### Wiring by layer, run 1

Two of the layers only.
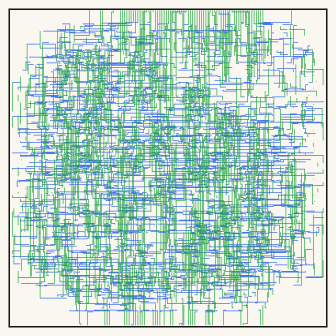
### Clock routing, run 1

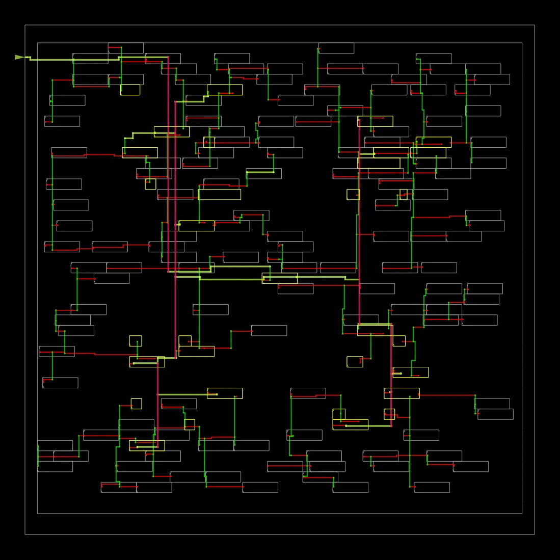
### Register map, names as in the netlist, run 1

Scale bar: 50 um. Other sequential cells in the stronger gray, the rest of the logic in the fainter gray.
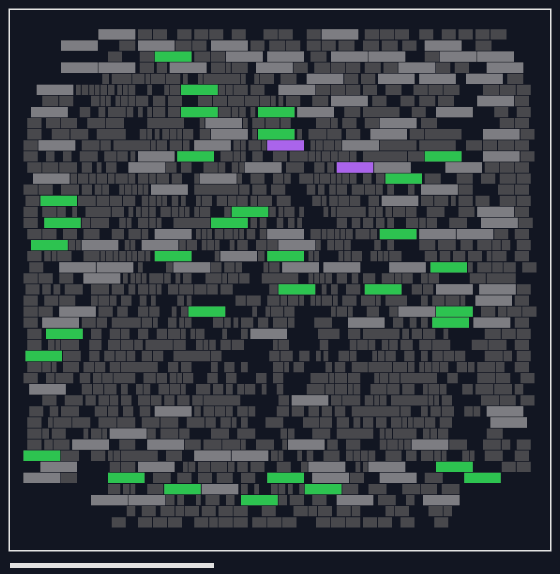
### I/O nets highlighted, run 1

Scale bar: 50 um.
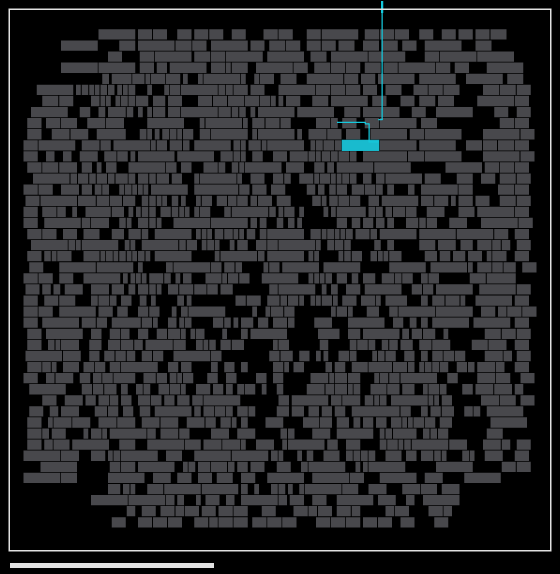
File: src/rtl/fetch_stage.sv
// fetch_stage: instruction fetch with one outstanding request, decode handshake, and branch/flush redirect.
module fetch_stage (
  input  logic        Clk,
  input  logic        Reset_n,
  input  logic        Stall,
  input  logic        PC_sel,
  input  logic [31:0] Immed,
  input  logic        Flush,
  input  logic [31:0] Flush_PC,
  output logic        Mem_Req,
  output logic [31:0] Mem_Addr,
  input  logic        Mem_Ack,
  input  logic [31:0] Mem_Rdata,
  output logic [31:0] Instr,
  output logic        Instr_valid,
  output logic [31:0] PC_out
);
  typedef enum logic [1:0] {IDLE, REQ, HOLD, DRAIN} state_t;
  state_t state_q, state_d;
  logic [31:0] pc_q, pc_d, addr_q, addr_d, instr_q, instr_d, pc_out_q, pc_out_d, next_pc;
  logic req_q, req_d, valid_q, valid_d, consume;
  assign consume = valid_q && !Stall;
  assign next_pc = pc_out_q + 32'd4 + (PC_sel ? {Immed[29:0], 2'b00} : 32'd0);
  always_comb begin
    state_d = state_q;
    pc_d = pc_q;
    addr_d = addr_q;
    instr_d = instr_q;
    pc_out_d = pc_out_q;
    req_d = req_q;
    valid_d = valid_q;
    case (state_q)
      IDLE: begin
        state_d = REQ;
        pc_d = Flush ? Flush_PC : pc_q;
        req_d = 1'b1;
        addr_d = pc_d;
      end
      REQ:
        if (Mem_Ack && Flush) begin
          pc_d = Flush_PC;
          addr_d = Flush_PC;
        end else if (Mem_Ack) begin
          state_d = HOLD;
          req_d = 1'b0;
          valid_d = 1'b1;
          instr_d = Mem_Rdata;
          pc_out_d = pc_q;
        end else if (Flush) begin
          state_d = DRAIN;
          pc_d = Flush_PC;
        end
      HOLD:
        if (Flush || consume) begin
          state_d = REQ;
          valid_d = 1'b0;
          req_d = 1'b1;
          pc_d = Flush ? Flush_PC : next_pc;
          addr_d = pc_d;
        end
      // the stale request keeps its address until memory answers it
      DRAIN: begin
        pc_d = Flush ? Flush_PC : pc_q;
        if (Mem_Ack) begin
          state_d = REQ;
          addr_d = pc_d;
        end
      end
    endcase
  end
  always_ff @(posedge Clk or negedge Reset_n)
    if (!Reset_n) begin
      state_q <= IDLE;
      pc_q <= '0;
      addr_q <= '0;
      instr_q <= '0;
      pc_out_q <= '0;
      req_q <= 1'b0;
      valid_q <= 1'b0;
    end else begin
      state_q <= state_d;
      pc_q <= pc_d;
      addr_q <= addr_d;
      instr_q <= instr_d;
      pc_out_q <= pc_out_d;
      req_q <= req_d;
      valid_q <= valid_d;
    end
  assign Mem_Req = req_q;
  assign Mem_Addr = addr_q;
  assign Instr = instr_q;
  assign Instr_valid = valid_q;
  assign PC_out = pc_out_q;
endmodule
File: config.mk
export PLATFORM = sky130hd
export DESIGN_NAME = fetch_stage
export DESIGN_NICKNAME = d
export VERILOG_FILES = /design/src/rtl/fetch_stage.sv
export SDC_FILE = /design/constraint.sdc
export NUM_CORES = 1
export LEC_CHECK = 0
export CAP_MARGIN = 20
export CORE_MARGIN = 3
export CORE_UTILIZATION = 51
export CTS_BUF_LIST = sky130_fd_sc_hd__clkbuf_4 sky130_fd_sc_hd__clkbuf_8 sky130_fd_sc_hd__clkbuf_16
export DETAILED_ROUTE_END_ITERATION = 10
export PLACE_DENSITY = 0.82
export SYNTH_ARGS = -nofsm -noshare
export SYNTH_HDL_FRONTEND = slang
export SYNTH_SLANG_ARGS = --single-unit
File: constraint.sdc
create_clock -name Clk -period 4.04 [get_ports Clk]
set_clock_uncertainty 0.2 [all_clocks]
set_input_delay 0.808 -clock Clk [delete_from_list [all_inputs] [get_ports Clk]]
set_output_delay 0.808 -clock Clk [all_outputs]
set_load 0.01 [all_outputs]
==> flow_summary.toml, run 1 <==
# synthesis and place-and-route metrics
[route]
detail-route-antenna-nets = 0
drt_first_pass_iters = 5
initialDrtViolationCount = 680
vias_per_cell = 5.969

[sta]
final-setup-viol-count = 0
clock.fmax_mhz = 255.8
worst_hold_slack_ps = 237.8
slew-limit-headroom = 0.3794

[synth]
synthesis.area_per_instance_um2 = 9.521
synth_compound_gate_area_share = 0.2254
ys_cells = 857
syn-cell-area_um2 = 8159
postSynth.topFlopCell = "sky130_fd_sc_hd__dfrtp_1"
fp_nets = 1020
enable_flop_cells = 0
synth.ff_latch_count = 132
yosys-top-cells-count = "sky130_fd_sc_hd__dfrtp_1, sky130_fd_sc_hd__nand2_1, sky130_fd_sc_hd__o21ai_0"
yosysUniqueCellTypes = 59
yosysSeqAreaShare = 0.4048
ys_top_logic_family = "AND-OR/OR-AND gates"
ys.warnings.count = 0
synthXorXnorAreaFrac = 0.02684
synthSimpleGateAreaFrac = 0.1236
yosysMostFrequentCell = "sky130_fd_sc_hd__dfrtp_1"

[pwr]
leakagePower_nw = 5.244
clockNetworkPower_w = 0.00157
power_frac_seq = 0.260
p_int_w = 0.005447
max-vdd-ir-drop_mv = 0.4239
comb_power_w = 0.00528

[final_layout]
seqAreaFraction = 0.2862
postLayoutCoreUtil = 0.7481
layout.comb_gates.multi_input = 650
diodes = 0
combAreaFraction = 0.3983
clock_area_frac = 0.05171
layout.sequential_cells = 132
final_net_count = 1275
logic_area_um2 = 4597
inv_count = 28

[flow_run]
number_of_max_cap_violations = 0

[setup_path]
worst-r2r-setup-slack_ps = 710
cp_capture_point = "Mem_Addr[31]$_DFFE_PN0P_"
worst_ep_required_time_ps = 4130
timing.critical_path.buf_inv = 3
regToRegStartpoint = "PC_out[3]$_DFFE_PN0P_"
critPathKind = "in -> reg"
timing.critical_path.from = "PC_sel"
cp_max_fo = 13
critical-path-top-delay-family = "AND-OR/OR-AND gates"
critPathSlowestCell = "sky130_fd_sc_hd__fa_1"

[floorplan]
initial_utilization = 0.5289
floorplan.die.width_um = 132.5
chipArea_um2 = 17550

[run_status]
run_status = "complete, no violations"

[cts]
cts_tree = "built"
clockBufferDepth = 2

[global_routing]
grt_pass1_vias = 7972
global_route.usage.met2 = 0.4895
grt.met1_usage = 0.3832
globalRoute.busiestLayer = "met2"

[placement]
post_placement_worst_setup_slack_ps = -528.9
place.detailed.hpwl_um = 18740
## Picture notes: 'Wiring by layer'
Key: met2 = green [wire length 12500 um]; met1 = blue [wire length 10600 um]
GRT Util Overall: 0.2941
wire length after detailed routing: 26000 um
wire length per cell after detailed routing: 19.46 um
Via Count: 7974

## Picture notes: 'Clock routing'
latest clock arrival within the worst-skew pair: 420 ps
TritonCTS Sinks: 132
CTS buffer count: 17
clock buffer count: 19

## Picture notes: 'Register map, names as in the netlist'
Key: `Mem_Addr` = green [flops 32, where all over the die]; `state_q` = purple [flops 2]
Another 98 sequential cells are not colored.
Sequential Power: 0.00241 W
combined flip-flop and latch cell area: 3303 um^2

## Picture notes: 'I/O nets highlighted'
Key: `Mem_Req` = cyan [direction output, end cells 1, wire 42.5 um]
number of buffer cells added on primary ports: 197
# IOs: 200

run 1: worst register-to-register path, cell delays in order (launching register included):
cell and delay (ps):
sky130_fd_sc_hd__dfrtp_1 410, sky130_fd_sc_hd__ha_1 300, sky130_fd_sc_hd__ha_1 230, sky130_fd_sc_hd__fa_1 390
sky130_fd_sc_hd__a21o_1 200, sky130_fd_sc_hd__a31o_4 270, sky130_fd_sc_hd__buf_12 130, sky130_fd_sc_hd__a21boi_4 180
sky130_fd_sc_hd__o31ai_2 110, sky130_fd_sc_hd__a221oi_2 270, sky130_fd_sc_hd__xnor2_1 230, sky130_fd_sc_hd__nand2b_1 180
sky130_fd_sc_hd__a31oi_1 90
run 1: worst min-delay path by stage:
| stage | slack (ps) | start | cells after the start | endpoint |
|---|---|---|---|---|
| global placement | 260 | Mem_Addr[5]$_DFFE_PN0P_ | 1 | Mem_Addr[5]$_DFFE_PN0P_ |
| finish | 240 | Reset_n | 1 | Instr[15]$_DFFE_PN0P_ |
| floorplan | 260 | pc_q[5]$_DFFE_PN0P_ | 2 | pc_q[5]$_DFFE_PN0P_ |
| global route | 280 | Reset_n | 1 | Instr[13]$_DFFE_PN0P_ |
| CTS | 260 | Reset_n | 1 | Instr[13]$_DFFE_PN0P_ |
| detailed placement | 260 | Mem_Addr[1]$_DFFE_PN0P_ | 2 | Mem_Addr[1]$_DFFE_PN0P_ |
run 1: routing by layer:
| layer | vias up | part of all wire |
|---|---|---|
| li1 | 3668 | - |
| met1 | 3804 | 0.41 |
| met2 | 444 | 0.48 |
| met3 | 58 | 0.085 |
| met4 | 0 | 0.026 |
| met5 | - | 0 |
run 1: registers in the layout, indices dropped and copies added (netlist names):
name,flops
Instr,32
Instr_valid,1
Mem_Addr,32
Mem_Req,1
PC_out,32
pc_q,32
state_q,2
### A small window of the routed layout, run 1

Region (13, 79) to (53, 119) um. Cells in gray, sequential cells in the stronger gray; small squares are vias.
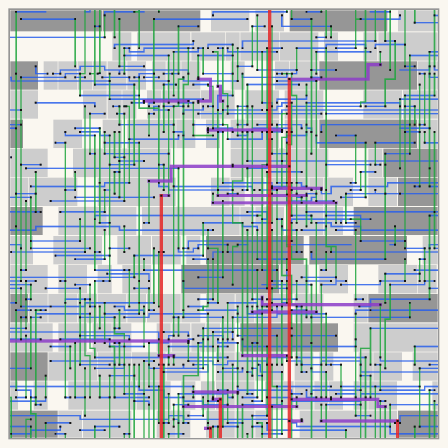

==> run 1 -> run 2 <==
--- a/config.mk
+++ b/config.mk
@@ -9,6 +9,6 @@
 export CORE_MARGIN = 3
-export CORE_UTILIZATION = 51
-export CTS_BUF_LIST = sky130_fd_sc_hd__clkbuf_4 sky130_fd_sc_hd__clkbuf_8 sky130_fd_sc_hd__clkbuf_16
+export CORE_UTILIZATION = 52
+export CTS_BUF_LIST = sky130_fd_sc_hd__clkbuf_8
 export DETAILED_ROUTE_END_ITERATION = 10
-export PLACE_DENSITY = 0.82
+export PLACE_DENSITY = 0.84
 export SYNTH_ARGS = -nofsm -noshare
--- a/constraint.sdc
+++ b/constraint.sdc
@@ -4,2 +4,2 @@
 set_output_delay 0.808 -clock Clk [all_outputs]
-set_load 0.01 [all_outputs]
+set_load 0.02 [all_outputs]
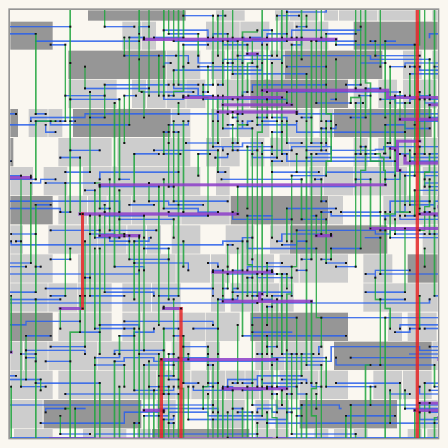
*A small window of the routed layout, run 2*
Region (13, 78) to (53, 118) um. Cells in gray, sequential cells in the stronger gray; small squares are vias.
Key: met3 = purple; met4 = red; met1 = blue; met2 = green
Most frequent: o21ai_0 (18), nand2_1 (14), dfrtp_1 (12). Netlist names of flops here include `pc_q` (6), `PC_out` (4), `Mem_Addr` (2). Sequential cells in the window: 12. 133 logic cells have their middle in the window.

==> run 2 against run 1 <==
  * Critical endpoint is now Mem_Addr[25]$_DFFE_PN0P_
  * Routed wire length is 2.3% lower
  * Sequential power hardly changed
  * Synthesized area unchanged
==> flow_summary.toml, run 2 <==
# synthesis and place-and-route metrics
[synth]
yosysMostFrequentCell = "sky130_fd_sc_hd__dfrtp_1"
synth_compound_gate_area_share = 0.2254
synthSimpleGateAreaFrac = 0.1236
ys_cells = 857
postSynth.topFlopCell = "sky130_fd_sc_hd__dfrtp_1"
synthesis.area_per_instance_um2 = 9.521
yosys-top-cells-count = "sky130_fd_sc_hd__dfrtp_1, sky130_fd_sc_hd__nand2_1, sky130_fd_sc_hd__o21ai_0"
yosysSeqAreaShare = 0.4048
ys_top_logic_family = "AND-OR/OR-AND gates"
synthXorXnorAreaFrac = 0.02684

[sta]
clock.fmax_mhz = 255.1
final-setup-viol-count = 0
slew-limit-headroom = 0.3294

[route]
met3RoutedLength_um = 2312
via_count = 7923
detail_route.wirelength.met1_um = 10420
vias_per_cell = 5.944
initialDrtViolationCount = 714
drt_first_pass_iters = 8

[run_status]
run_status = "complete, no violations"

[placement]
port-buffer-count = 197
place.detailed.hpwl_um = 18620
post_placement_worst_setup_slack_ps = -430.3

[final_layout]
logic_area_um2 = 4659
final_net_count = 1272
postLayoutCoreUtil = 0.7454

[pwr]
max-vdd-ir-drop_mv = 0.5334

[cts]
cts_buffers = 17
clock_sink_count = 132
clockBufferDepth = 2

[flow_run]
number_of_max_cap_violations = 0

[global_routing]
global_route.usage.met2 = 0.4833
global_route.usage.total = 0.2918

[setup_path]
critPathKind = "in -> reg"

[floorplan]
pin_count = 200
run 2: final cells by class:
cell class / instances / area share
Clock buffer: 18 / 0.02178
Timing Repair Buffer: 280 / 0.2300
Inverter: 28 / 0.009241
Tap cell: 211 / 0.02321
Clock inverter: 14 / 0.01562
Multi-Input combinational cell: 650 / 0.4097
Sequential cell: 132 / 0.2904
run 2: what timing repair did:
item / CTS / global route
hold buffers: 0 / 0
setup endpoints to repair: 0 / 24
setup buffers: 0 / 1
gates resized: 0 / 19
run 2: kinds of logic after synthesis:
logic type      count (synthesis)
mux                            65
fa+ha+maj                      61
buf+inv                        75
simple gates                  221
xor+xnor                       25
flops                         132
compound gates                278
run 2: path summary, 6_finish.rpt:
check	startpoint	to	slack [ps]	cells after the start
max in group asynchronous	Reset_n	PC_out[18]$_DFFE_PN0P_	2680	2
hold / removal	Reset_n	Instr[16]$_DFFE_PN0P_	170	1
hold reg to reg	Mem_Addr[3]$_DFFE_PN0P_	Mem_Addr[3]$_DFFE_PN0P_	290	2
setup / recovery	PC_sel	Mem_Addr[25]$_DFFE_PN0P_	120	15
min in group Clk	Mem_Addr[3]$_DFFE_PN0P_	Mem_Addr[3]$_DFFE_PN0P_	290	2
setup reg to reg	PC_out[3]$_DFFE_PN0P_	Mem_Addr[25]$_DFFE_PN0P_	740	12
run 2: critical path, delay by kind of cell:
family          cells  cell delay [ps]
compound gates      5             1160
xor+xnor            1              100
fa+ha+maj           3              810
buf+inv             3              700
simple gates        3              470
run 2: power by group:
part	internal, W	total, W	switching, W
logic	0.00255	0.00563	0.00309
registers	0.00196	0.00241	0.000452
clock network	0.000632	0.00120	0.000567
Power figures rest on the tool's default switching activity, not on a simulated workload.
